$ cat src/rtl/edge_area_unit.sv
// edge_area_unit
//   Multi-cycle triangle edge cross-product unit for the rasterizer setup path.
//   Computes ((v1x-v0x)*(v2y-v0y) - (v1y-v0y)*(v2x-v0x)) >>> FRAC using a single
//   shared multiplier, then either clamps or wraps the result to OUT_W bits.
//   Orientation (negative) and degenerate (zero) flags are derived from the
//   final area so the cull stage sees exactly what the setup stage sees.
//
// Ports
//   clk        rising-edge clock
//   rst        asynchronous active-low reset
//   flush      synchronous abort of any in-flight or held result
//   in_valid   vertex set valid          in_ready  unit idle, can accept
//   in_tag     sideband tag, carried through unchanged to out_tag
//   v0x..v2y   signed fixed-point vertex coordinates
//   out_valid  result valid              out_ready downstream accepts result
//   area       signed area result (clamped or wrapped)
//   area_neg   area < 0 (clockwise / backface)
//   area_zero  area == 0 (degenerate)
//   area_sat   clamping occurred (never set when SAT=0)
//   out_tag    tag of the presented result
module edge_area_unit #(
  parameter int W     = 16,
  parameter int FRAC  = 6,
  parameter int OUT_W = 16,
  parameter int SAT   = 1,
  parameter int TAG_W = 4
) (
  input  logic             clk,
  input  logic             rst,
  input  logic             flush,
  input  logic             in_valid,
  output logic             in_ready,
  input  logic [TAG_W-1:0] in_tag,
  input  logic [W-1:0]     v0x,
  input  logic [W-1:0]     v0y,
  input  logic [W-1:0]     v1x,
  input  logic [W-1:0]     v1y,
  input  logic [W-1:0]     v2x,
  input  logic [W-1:0]     v2y,
  output logic             out_valid,
  input  logic             out_ready,
  output logic [OUT_W-1:0] area,
  output logic             area_neg,
  output logic             area_zero,
  output logic             area_sat,
  output logic [TAG_W-1:0] out_tag
);

  // Differences need one extra bit, products twice that, the sum one more.
  localparam int DW = W + 1;
  localparam int PW = 2 * W + 2;
  localparam int SW = 2 * W + 3;

  // Clamp bounds expressed at the sum width so the compare is exact.
  localparam logic signed [SW-1:0] MAX_C = {{(SW-OUT_W+1){1'b0}}, {(OUT_W-1){1'b1}}};
  localparam logic signed [SW-1:0] MIN_C = {{(SW-OUT_W+1){1'b1}}, {(OUT_W-1){1'b0}}};

  typedef enum logic [2:0] {
    IDLE = 3'd0,
    DIFF = 3'd1,
    MUL0 = 3'd2,
    MUL1 = 3'd3,
    SUM  = 3'd4,
    OUT  = 3'd5
  } state_t;

  state_t                  state_r;
  logic signed [W-1:0]     v0x_r, v0y_r, v1x_r, v1y_r, v2x_r, v2y_r;
  logic [TAG_W-1:0]        tag_r;
  logic signed [DW-1:0]    d0_r, d1_r, d2_r, d3_r;
  logic signed [PW-1:0]    m0_r, m1_r;
  logic [OUT_W-1:0]        area_r;
  logic                    neg_r, zero_r, sat_r, out_valid_r;
  logic [TAG_W-1:0]        out_tag_r;

  logic signed [DW-1:0]    mul_a_s, mul_b_s;
  logic signed [PW-1:0]    mul_p_s;
  logic signed [SW-1:0]    sum_s, shr_s;
  logic [OUT_W-1:0]        area_nxt_s;
  logic                    sat_nxt_s;

  // in_ready is gated by rst so it reads low while the unit is held in reset.
  assign in_ready  = rst & (state_r == IDLE);
  assign out_valid = out_valid_r;
  assign area      = area_r;
  assign area_neg  = neg_r;
  assign area_zero = zero_r;
  assign area_sat  = sat_r;
  assign out_tag   = out_tag_r;

  // Shared multiplier operand select: first product in MUL0, second in MUL1.
  always_comb begin
    mul_a_s = {DW{1'b0}};
    mul_b_s = {DW{1'b0}};
    case (state_r)
      MUL0: begin
        mul_a_s = d0_r;
        mul_b_s = d1_r;
      end
      MUL1: begin
        mul_a_s = d2_r;
        mul_b_s = d3_r;
      end
      default: begin
        mul_a_s = {DW{1'b0}};
        mul_b_s = {DW{1'b0}};
      end
    endcase
  end

  assign mul_p_s = PW'(mul_a_s) * PW'(mul_b_s);
  assign sum_s   = SW'(m0_r) - SW'(m1_r);
  assign shr_s   = sum_s >>> FRAC;   // arithmetic shift: floor toward -inf

  // Final result formatting: clamp to the signed OUT_W range or wrap.
  always_comb begin
    area_nxt_s = shr_s[OUT_W-1:0];
    sat_nxt_s  = 1'b0;
    if (SAT != 0) begin
      if (shr_s > MAX_C) begin
        area_nxt_s = MAX_C[OUT_W-1:0];
        sat_nxt_s  = 1'b1;
      end else if (shr_s < MIN_C) begin
        area_nxt_s = MIN_C[OUT_W-1:0];
        sat_nxt_s  = 1'b1;
      end else begin
        area_nxt_s = shr_s[OUT_W-1:0];
        sat_nxt_s  = 1'b0;
      end
    end else begin
      area_nxt_s = shr_s[OUT_W-1:0];
      sat_nxt_s  = 1'b0;
    end
  end

  // Control FSM and datapath registers; flush acts as the synchronous abort.
  always_ff @(posedge clk or negedge rst) begin
    if (!rst) begin
      state_r     <= IDLE;
      v0x_r       <= {W{1'b0}};
      v0y_r       <= {W{1'b0}};
      v1x_r       <= {W{1'b0}};
      v1y_r       <= {W{1'b0}};
      v2x_r       <= {W{1'b0}};
      v2y_r       <= {W{1'b0}};
      tag_r       <= {TAG_W{1'b0}};
      d0_r        <= {DW{1'b0}};
      d1_r        <= {DW{1'b0}};
      d2_r        <= {DW{1'b0}};
      d3_r        <= {DW{1'b0}};
      m0_r        <= {PW{1'b0}};
      m1_r        <= {PW{1'b0}};
      area_r      <= {OUT_W{1'b0}};
      neg_r       <= 1'b0;
      zero_r      <= 1'b0;
      sat_r       <= 1'b0;
      out_valid_r <= 1'b0;
      out_tag_r   <= {TAG_W{1'b0}};
    end else if (flush) begin
      // area and out_tag deliberately keep their last value.
      state_r     <= IDLE;
      out_valid_r <= 1'b0;
      neg_r       <= 1'b0;
      zero_r      <= 1'b0;
      sat_r       <= 1'b0;
    end else begin
      case (state_r)
        IDLE: begin
          if (in_valid) begin
            v0x_r   <= v0x;
            v0y_r   <= v0y;
            v1x_r   <= v1x;
            v1y_r   <= v1y;
            v2x_r   <= v2x;
            v2y_r   <= v2y;
            tag_r   <= in_tag;
            state_r <= DIFF;
          end else begin
            state_r <= IDLE;
          end
        end
        DIFF: begin
          d0_r    <= DW'(v1x_r) - DW'(v0x_r);
          d1_r    <= DW'(v2y_r) - DW'(v0y_r);
          d2_r    <= DW'(v1y_r) - DW'(v0y_r);
          d3_r    <= DW'(v2x_r) - DW'(v0x_r);
          state_r <= MUL0;
        end
        MUL0: begin
          m0_r    <= mul_p_s;
          state_r <= MUL1;
        end
        MUL1: begin
          m1_r    <= mul_p_s;
          state_r <= SUM;
        end
        SUM: begin
          area_r      <= area_nxt_s;
          neg_r       <= area_nxt_s[OUT_W-1];
          zero_r      <= (area_nxt_s == {OUT_W{1'b0}});
          sat_r       <= sat_nxt_s;
          out_tag_r   <= tag_r;
          out_valid_r <= 1'b1;
          state_r     <= OUT;
        end
        OUT: begin
          if (out_ready) begin
            out_valid_r <= 1'b0;
            state_r     <= IDLE;
          end else begin
            state_r     <= OUT;
          end
        end
        default: begin
          out_valid_r <= 1'b0;
          state_r     <= IDLE;
        end
      endcase
    end
  end

endmodule

$ cat config.mk
export PLATFORM = sky130hd
export DESIGN_NAME = edge_area_unit
export DESIGN_NICKNAME = d
export VERILOG_FILES = /design/src/rtl/edge_area_unit.sv
export SDC_FILE = /design/constraint.sdc
export NUM_CORES = 1
export LEC_CHECK = 0
export ABC_CLOCK_PERIOD_IN_PS = 19000
export CAP_MARGIN = 20
export CORE_ASPECT_RATIO = 1.75
export CORE_UTILIZATION = 30
export DETAILED_ROUTE_END_ITERATION = 8
export PLACE_DENSITY = 0.53
export RECOVER_POWER = 100
export SYNTH_ARGS = -nofsm -noshare
export SYNTH_HDL_FRONTEND = slang
export SYNTH_SLANG_ARGS = --single-unit
export TNS_END_PERCENT = 100
$ cat constraint.sdc
create_clock -name clk -period 19 [get_ports clk]
set_clock_uncertainty 0.2 [all_clocks]
set_input_delay 1.9 -clock clk [delete_from_list [all_inputs] [get_ports clk]]
set_output_delay 1.9 -clock clk [all_outputs]
set_load 0.1 [all_outputs]
==> flow_metrics.tcl <==
# implementation run metrics
set metrics [dict create \
    status "finished, violations left" \
    violations "max-capacitance violations, max-slew violations" \
    hold_path_class "flip-flop to flip-flop" \
    buffers 164 \
    placed_cells 3834 \
    combPwrFrac_pct 52.1 \
    criticalPathCategory "flip-flop to flip-flop" \
    report.final.slew_viol_count 626 \
    ir_drop_uv 79.2 \
    drtIter0Drc 785 \
    worst_pin_slew_ns 3.94 \
    worstPathArrival_ns 10.95 \
    critPathMaxFanout 61 \
    placed_area_sq_um 28000 \
    slew_headroom_pct -163 \
    power_leader "combinational cells" \
    lay_top_count "inv_1" \
    antennaDiodeCount 0 \
    grt_pass1_wl_um 108000 \
    layout.nets 3390 \
    final-nonclk-buf-share_pct 5.21 \
    nClkBuffers 40 \
    route.met3.wl_um 1920 \
    pin_count 130 \
    met2_usage_pct 31.5 \
    cts_htree_levels 1 \
    critPathLaunchType "flip-flop" \
    dp_hpwl_um 57100 \
    seq_power_share_pct 28.9 \
    p_int_mw 1.71 \
    finalClockPeriodUsage_pct 56.6 \
    async_flop_share_pct 100 \
    n_tap_cell 1065 \
    maxCapViolations 11 \
    grt_pass1_vias 20000 \
    pre_cts_ws_ns 10.19 \
    yosysUniqueCellTypes 83 \
    avgSynthCellArea_sq_um 9.42 \
    chipArea_sq_um 85900 \
    end_kind "flip-flop" \
    gp_congestion 0.904 \
    p_leak_nw 13.5 \
    syn_area_sq_um 25400 \
    final_layout_size_suffix_gt1_share_pct 7.54 \
    synth.top_cell.area_share_pct 25.9 \
    area_growth_pct 13.7 \
    numCtsBuffers 31 \
    flop_area_sq_um 6580 \
    clkCellAreaFrac_pct 3.52 \
    fin_tns_setup_ns 0 \
]
==> worst max-delay path, delay by kind of cell (launching register included) <==
kind | cells | cell delay, ns
AND/OR/NAND/NOR | 5 | 1.06
buffers and inverters | 6 | 2.38
adder cells (fa/ha/maj) | 7 | 3.44
XOR/XNOR | 1 | 0.19
AND-OR/OR-AND | 9 | 2.75
flip-flops | 1 | 0.47
==> Yosys cell counts (29+ instances only) <==
| cell | number |
|---|---|
| a21oi_1 | 75 |
| xor2_1 | 32 |
| nand2_1 | 337 |
| clkbuf_1 | 87 |
| ha_1 | 182 |
| o21ai_0 | 146 |
| dfrtp_1 | 263 |
| nand3_1 | 36 |
| nor3_1 | 35 |
| a22o_1 | 29 |
| a22oi_1 | 35 |
| xnor2_1 | 54 |
| inv_1 | 430 |
| nor2_1 | 221 |
| mux2_2 | 108 |
| fa_1 | 300 |
==> cell families after synthesis <==
kind of cell	count (synthesis)	synth area share [%]
compound gates	489	12.9
xor+xnor	87	3.07
fa+ha+maj	482	32.6
buf+inv	524	7.80
flops	263	25.9
mux	109	4.82
simple gates	745	12.9
==> registers in the layout, summed over array words and instances, names as in the netlist, 3 cells and up <==
signal,count
v1y_r,16
out_tag,4
tag_r,4
v1x_r,16
d3_r,17
area,16
m1_r,34
state_r,3
m0_r,34
d0_r,17
d1_r,17
v0y_r,16
v0x_r,16
d2_r,17
v2x_r,16
v2y_r,16
==> worst paths after layout <==
path / start / endpoint / slack (ns) / cells past startpoint
worst max-delay path: state_r[2] / m0_r[33] / 8.25 / 28
worst min-delay path: tag_r[0] / out_tag[0] / 0.26 / 2
worst max register to register: state_r[2] / m0_r[33] / 8.25 / 28
worst min register to register: tag_r[0] / out_tag[0] / 0.26 / 2
max in group asynchronous: rst / v1x_r[11] / 9.26 / 3
min in group asynchronous: rst / v2y_r[5] / 2.46 / 1
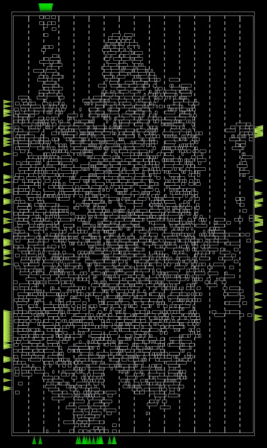
Fig. 1. Placement view.
Finished Core Util: 34.6%
site row count: 140
Flops: 263

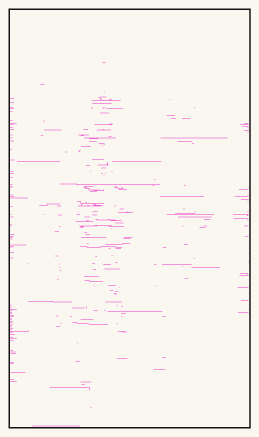
Fig. 2. Signal wires on met3.
wire length on this layer: 1920 um
nets with wire on the layer: 194
share of all routed wire: 2.8%
main direction: horizontal
longest straight run: 77.3 um
routed wire length: 67900 um
met3 Track Usage GR: 1.43%
via count: 18800

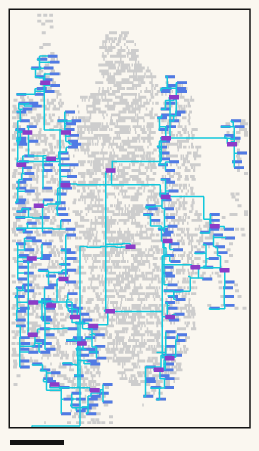
Fig. 3. Clock wires, drivers and flops.
Scale bar: 50 um.
legend:
  purple:
    item: cells driving clock nets
    count: 31
  blue:
    item: flip-flops
    count: 263
  cyan:
    item: clock wires
    length: 4150 um
flops lie: spread over the die
routed clock nets: 32
clock power share: 19.1%
clk pwr: 0.597 mW
clk ins delay skew pair: 0.62 ns

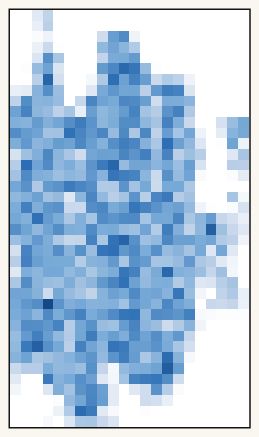
Fig. 4. Placement density heat map.
The die is cut into 22 by 39 equal tiles; white is low, dark blue is high, 0 to 100% covered.
tiles over 75% full: 1.4%
mean over tiles: 32%
nearly empty tiles: 29%
core area: 83600 sq um
pre-placement core utilization: 30.4%

Power and IR drop assume default switching activity.
